### Placement density heat map

The die is cut into 12 by 10 equal tiles; white is low, dark blue is high, 0 to 100% covered.
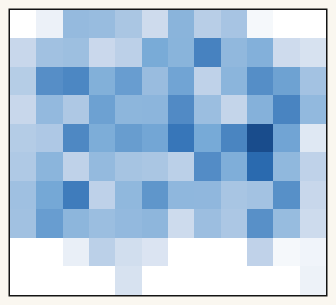
### Pin map

Pins as bars across the die edge, other pins in gray.
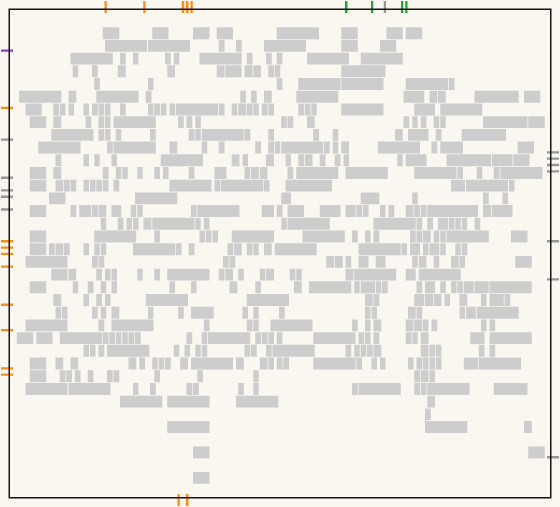
### Routed clock nets over the placement

The bar under the picture is 20 um long.
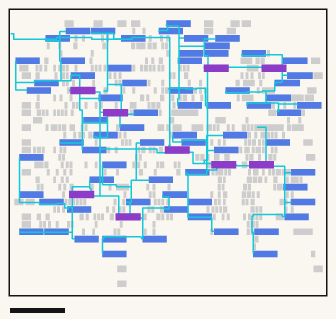
### The metal 3 layer

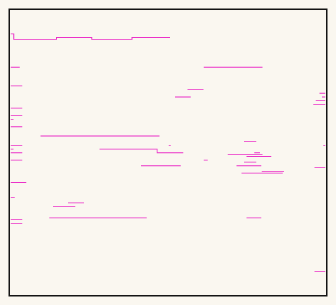
**config.mk**
```make
export PLATFORM = sky130hd
export DESIGN_NAME = disp_scan_mux
export DESIGN_NICKNAME = d
export VERILOG_FILES = /design/src/rtl/disp_scan_mux_pkg.sv /design/src/rtl/disp_prescaler.sv /design/src/rtl/disp_scan_mux.sv
export SDC_FILE = /design/constraint.sdc
export NUM_CORES = 1
export LEC_CHECK = 0
export ABC_AREA = 1
export CAP_MARGIN = 20
export CORE_ASPECT_RATIO = 0.9
export CORE_UTILIZATION = 30
export DETAILED_ROUTE_END_ITERATION = 12
export GPL_TIMING_DRIVEN = 1
export PLACE_DENSITY = 0.47
export SLEW_MARGIN = 10
export SYNTH_ARGS = -nofsm -noshare
export SYNTH_HDL_FRONTEND = slang
export SYNTH_SLANG_ARGS = --single-unit
```
**constraint.sdc**
```tcl
create_clock -name clk -period 3.1 [get_ports clk]
set_clock_uncertainty 0.1 [all_clocks]
set_input_delay 0.31 -clock clk [delete_from_list [all_inputs] [get_ports clk]]
set_output_delay 0.31 -clock clk [all_outputs]
set_load 0.01 [all_outputs]
```
**src/rtl/disp_scan_mux_pkg.sv**
```systemverilog
// Shared constants and width helpers for the display scan blocks.
package disp_scan_mux_pkg;

   localparam int DISP_MAX_DIGITS      = 8;
   localparam int DISP_CLK_DIV_100MHZ  = 100000;

   localparam logic [DISP_MAX_DIGITS-1:0] DISP_AN_OFF = '1;

   function automatic int disp_idx_w(input int n_digits);
      return (n_digits <= 2) ? 1 : $clog2(n_digits);
   endfunction

   function automatic int disp_cnt_w(input int clk_div);
      return (clk_div <= 2) ? 1 : $clog2(clk_div);
   endfunction

endpackage

```
**src/rtl/disp_prescaler.sv**
```systemverilog
// Slot-rate prescaler: counts 0..CLK_DIV-1 and flags the first and last cycle of each slot.
module disp_prescaler
   import disp_scan_mux_pkg::*;
#(
   parameter int CLK_DIV = DISP_CLK_DIV_100MHZ
) (
   input  logic i_clk,
   input  logic i_rst_n,
   output logic o_slot_end,
   output logic o_slot_start
);

   localparam int CW = disp_cnt_w(CLK_DIV);

   logic [CW-1:0] r_cnt;

   assign o_slot_end   = (r_cnt == CW'(CLK_DIV - 1));
   assign o_slot_start = (r_cnt == '0);

   always_ff @(posedge i_clk or negedge i_rst_n) begin
      if (!i_rst_n) begin
         r_cnt <= '0;
      end else if (o_slot_end) begin
         r_cnt <= '0;
      end else begin
         r_cnt <= r_cnt + CW'(1);
      end
   end

endmodule

```
**src/rtl/disp_scan_mux.sv**
```systemverilog
// Multiplexed display scanner with frame-boundary double buffering; outputs registered (1 clk).
// Optional leading-zero blanking is enabled by defining DISP_LEADING_ZERO_BLANK_EN.
module disp_scan_mux
   import disp_scan_mux_pkg::*;
#(
   parameter int CLK_DIV  = DISP_CLK_DIV_100MHZ,
   parameter int N_DIGITS = 4
) (
   input  logic                    clk,
   input  logic                    rst_n,
   input  logic [4*N_DIGITS-1:0]   data_in,
   input  logic [N_DIGITS-1:0]     dp_in,
   input  logic                    load,
   output logic [3:0]              bin,
   output logic [N_DIGITS-1:0]     an,
   output logic                    dp,
   output logic                    frame_tick,
   output logic                    pend
);

   localparam int IW = disp_idx_w(N_DIGITS);
   localparam int DW = 4 * N_DIGITS;
   localparam logic [N_DIGITS-1:0] AN_OFF = DISP_AN_OFF[N_DIGITS-1:0];

   logic                w_slot_end;
   logic                w_slot_start;
   logic                w_frame_end;

   logic [IW-1:0]       r_idx;
   logic [DW-1:0]       r_active;
   logic [N_DIGITS-1:0] r_active_dp;
   logic [DW-1:0]       r_pending;
   logic [N_DIGITS-1:0] r_pending_dp;
   logic                r_pend;

   logic [3:0]          r_bin;
   logic [N_DIGITS-1:0] r_an;
   logic                r_dp;
   logic                r_frame_tick;

   logic [3:0]          w_bin;
   logic [N_DIGITS-1:0] w_an;
   logic                w_dp_lit;
   logic [N_DIGITS-1:0] w_blank_vec;

   disp_prescaler #(
      .CLK_DIV      (CLK_DIV)
   ) u_prescaler (
      .i_clk        (clk),
      .i_rst_n      (rst_n),
      .o_slot_end   (w_slot_end),
      .o_slot_start (w_slot_start)
   );

   assign w_frame_end = w_slot_end && (r_idx == IW'(N_DIGITS - 1));

   always_ff @(posedge clk or negedge rst_n) begin
      if (!rst_n) begin
         r_idx <= '0;
      end else if (w_slot_end) begin
         r_idx <= w_frame_end ? '0 : r_idx + IW'(1);
      end
   end

   // A load coinciding with the frame boundary goes straight to active so it is not delayed a frame.
   always_ff @(posedge clk or negedge rst_n) begin
      if (!rst_n) begin
         r_active     <= '0;
         r_active_dp  <= '0;
         r_pending    <= '0;
         r_pending_dp <= '0;
         r_pend       <= 1'b0;
      end else if (load && w_frame_end) begin
         r_active     <= data_in;
         r_active_dp  <= dp_in;
         r_pend       <= 1'b0;
      end else begin
         if (w_frame_end && r_pend) begin
            r_active    <= r_pending;
            r_active_dp <= r_pending_dp;
            r_pend      <= 1'b0;
         end
         if (load) begin
            r_pending    <= data_in;
            r_pending_dp <= dp_in;
            r_pend       <= 1'b1;
         end
      end
   end

`ifdef DISP_LEADING_ZERO_BLANK_EN
   // Walk from the most-significant digit down; digit 0 is never blanked.
   always_comb begin
      logic v_zero;
      w_blank_vec = '0;
      v_zero      = 1'b1;
      for (int i = N_DIGITS - 1; i >= 1; i--) begin
         v_zero         = v_zero && (r_active[4*i +: 4] == 4'd0);
         w_blank_vec[i] = v_zero;
      end
   end
`else
   assign w_blank_vec = '0;
`endif

   always_comb begin
      w_bin    = 4'd0;
      w_dp_lit = 1'b0;
      w_an     = AN_OFF;
      for (int i = 0; i < N_DIGITS; i++) begin
         if (r_idx == IW'(i)) begin
            w_bin    = r_active[4*i +: 4];
            w_dp_lit = r_active_dp[i] && !w_blank_vec[i];
            if (!w_slot_start && !w_blank_vec[i]) begin
               w_an[i] = 1'b0;
            end
         end
      end
   end

   always_ff @(posedge clk or negedge rst_n) begin
      if (!rst_n) begin
         r_bin        <= 4'd0;
         r_an         <= AN_OFF;
         r_dp         <= 1'b1;
         r_frame_tick <= 1'b0;
      end else begin
         r_bin        <= w_bin;
         r_an         <= w_an;
         r_dp         <= ~w_dp_lit;
         r_frame_tick <= w_frame_end;
      end
   end

   assign bin        = r_bin;
   assign an         = r_an;
   assign dp         = r_dp;
   assign frame_tick = r_frame_tick;
   assign pend       = r_pend;

endmodule
```
==> summary.txt <==
Implementation results.

The count of pins on the block boundary is 34. The global-route wire length before repair is 14,300 um. The tally of unique sky130hd cells used after synthesis is 27. STA lists the endpoint of the worst register-to-register path as r_active[8]$_DFFE_PN0P_. In this run the register-to-register setup slack is 0.72 ns.

Counting instances in the post-synthesis netlist gives the leading cell types as nand2_1 (167), nor2_1 (72), dfrtp_1 (65), inv_1 (49), nand3_1 (29). Logic depth along the worst register-to-register path is recorded as 9. The global route stage reports its total congestion overflow as 0.

The maximum net fanout on the critical path is 20. The main area contributors are dfrtp_1 (47%), nand2_1 (18%), nor2_1 (7.8%), inv_1 (5.3%), nand3_1 (4.2%). The stage logs contain a warning count of 30. Setup repair after global routing left no endpoint under its margin. The Yosys step of the flow raised 0 warnings. STA classifies the critical path startpoint as a flop. According to the timing report, the arrival time at the worst endpoint equals 2.56 ns. In the finished design, the share of the clock period the worst path needs comes to 76.9%.

The number of antenna violations at the first check in global routing is 0. The number of H-tree levels is 3. Per the run summary, max-cap violations total 0. The wire length recorded after detailed routing is 8390 um. The worst setup path category is flop to flop. 0 antenna diodes ended up in the layout. Once detailed placement completed, the half-perimeter wirelength came to 5940 um. The netlist area before placement is 3480 um2. The launch point of the critical path was reported as u_prescaler.r_cnt[0]$_DFF_PN0_. In this run, the number of DRC markers left after iteration 0 of detailed routing was 152. The report lists the cells along the critical path as ha_1 > nand2_1 > inv_2 > nand2_2 > nor2_2 > nand4_1 > nand2_1 > nand2_1 > nand2_1.

The time the worst path needs with I/O delays and setup is 2.38 ns. With fillers left out, the area of the finished cells amounts to 4290 um2. Hold analysis lists the worst path endpoint as r_pending[11]$_DFFE_PN0P_.

The max-slew check reports its worst relative slack as 40.9%. The timing report shows that the slowest cell on the worst path is nand4_1. The global routing report lists combined usage of all routing layers as 15.5%.

The origin of the worst min-delay path is r_pending[11]$_DFFE_PN0P_. The leading cell type by number of instances after synthesis is nand2_1. The script extracted a total leakage power of 2.28 nW. The top cell types in the final layout, fill and taps aside, are nand2_1 (167), nor2_1 (72), dfrtp_1 (65). In the final report, the number of pins over their slew limit comes to 0. The required time of the critical path is 3.27 ns. Per the post-synthesis report, the nets total 494. In the routed layout, each cell is associated on average with a via count of 4.40. Synthesis handed over a netlist of 465 instances.

The final weighted congestion in routability-driven placement is 0.845. The TritonCTS clock tree is yes. After detailed routing, the number of remaining DRC violations is 0. The capture point of the critical path was reported as r_active[8]$_DFFE_PN0P_. After the last flow step, the layout net total stands at 528.

The longest incremental delay of any stage on the critical path is reported as 0.69 ns. Per the post-route antenna check, the number of violating nets is 0. The flow ran to the end, and the final reports show no timing, DRC or antenna violations. The most critical min-delay path falls under flop to flop. The total via count after detailed routing is 2,889. The placement row count is 36. The most numerous logic cell after layout is nand2_1. The reg-to-reg critical path startpoint is u_prescaler.r_cnt[0]$_DFF_PN0_. The area enclosed by the die boundary is 12,100 um2.

The leading register cell type out of synthesis is dfrtp_1. For the pin with the worst max-slew slack, the measured transition is 0.883 ns. The cell count listed in synth_stat.txt is 465. The post-synthesis async set-or-reset flop share is 100%. The height of the die is 104 um.

In this run the post-CTS setup repair buffer count came out at 0. Hold timing on the final database bottoms out at a slack of 0.370 ns. The layout overhead on the synthesized area is 23.1%.

The setup TNS is 0 ns. The CTS sink count is 70. The floorplan die width is 116 um. IR analysis of the VDD net gives a maximum drop of 238 uV. The number of detailed-route iterations in the first pass is 5. Static timing analysis puts the maximum clock frequency at 419 MHz. After synthesis, flip-flops and latches occupy 50.4% of the total area.

Per the synth log, the flip-flop and latch total comes to 70. The buffer_ports step reported a buffer count of 33. The cell type that accounts for the most area after synthesis is dfrtp_1.

STA classifies the critical path endpoint as a flop. The largest net degree at the start of global routing is 43. The number of global-route vias before repair is 2,898.

The average cell area after synthesis is 7.49 um2. The number of cells on the worst hold path is 2. The final timing report lists a hold violation count of 0. The clock passes through at most 2 buffers. The post-synth count of flops with an enable pin is 0.

The report lists the power per cell area as 492 nW/um2. Looking at the clock tree report, the root buffer type is clkbuf_16. The dominant cell type by count on the critical path is nand2_1.
## Picture notes: 'Placement density heat map'
The fullest tile reaches 89%. The mean over all tiles is 34%. 1.7% of the tiles are over 75% full.
core occupancy in the finished layout: 38.7%
starting density of the core: 31.4%
Core Box Area: 11,100 um2

## Picture notes: 'Pin map'
Key: purple = clk [pins 1, direction input, edge left]; orange = data_in [pins 16, direction input, edge 9 left, 5 top, 2 bottom]; green = bin [pins 4, direction output, edge top]

## Picture notes: 'Routed clock nets over the placement'
Key: purple = cells driving clock nets [count 9]; cyan = clock wires [length 1,050 um]; blue = flip-flops [count 70]
There are 10 routed clock nets. Position of the flops: widely spread.
clk_lat worst skew: 0.33 ns
clock group power: 0.00104 W
clock network fraction of total power: 49.4%

## Picture notes: 'The metal 3 layer'
The layer carries 365 um of wire. 37 nets have wire on it. The longest straight run is 43.2 um.

[registers in the layout (all words and copies together), names as in the netlist]
signal	count
u_prescaler.r_cnt	17
dp	1
r_active_dp	4
r_idx	2
r_active	16
bin	4
an	4
frame_tick	1
pend	1
r_pending	16
r_pending_dp	4
[through the flow]
stage          power [W]  std cells  util, %  setup WS [ns]
3_3_place_gp     0.00109        638     35.6          0.546
5_1_grt          0.00219        656     38.7          0.395
2_1_floorplan    0.00102        465        -           1.56
3_5_place_dp     0.00109        638     35.6          0.603
4_1_cts          0.00214        655     38.4          0.571
6_report         0.00211        656     38.7          0.716
[per-layer routing]
layer	wire length, um	vias up	GRT usage, %
li1	-	1487	-
met1	4290	1332	21.3
met2	3660	66	23.5
met3	364	4	3.85
met4	73	0	5.10
met5	0	-	0
[layout make-up]
type / instances / area [um2]
multi-input combinational: 326 / 1440
clock buffer: 12 / 256
fill: 1213 / 6790
clock inverter: 4 / 45.0
timing repair buffer: 38 / 398
tap: 152 / 190
sequential: 70 / 1760
inverter: 54 / 203
[power breakdown]
part	total, W	internal (W)	switching (W)
combinational	0.000118	0.0000515	0.0000667
sequential	0.000949	0.000938	0.0000119
clock	0.00104	0.000663	0.000381
total	0.00211	0.00165	0.000459
[critical path, delay by kind of cell, from the launching register on]
kind / cells / cell delay [ns]
and+or+nand+nor: 7 / 1.48
buffers and inverters: 1 / 0.08
DFF: 1 / 0.39
adders and majority gates: 1 / 0.26
[logic make-up (layout without fill, tap and decap cells)]
kind of cell    after synthesis  in the layout  synth area share [%]
compound gates               26             26                  3.81
simple gates                288            288                  33.8
buf+inv                      69            108                  8.29
xor+xnor                      6              6                  1.51
fa+ha+maj                     6              6                  2.15
flops                        70             70                  50.4
[timing repair]
action	4_1_cts	5_1_grt
hold buffers	1	0
gates resized	0	0
endpoints found under the hold margin	23	0
Power and IR drop assume default switching activity.
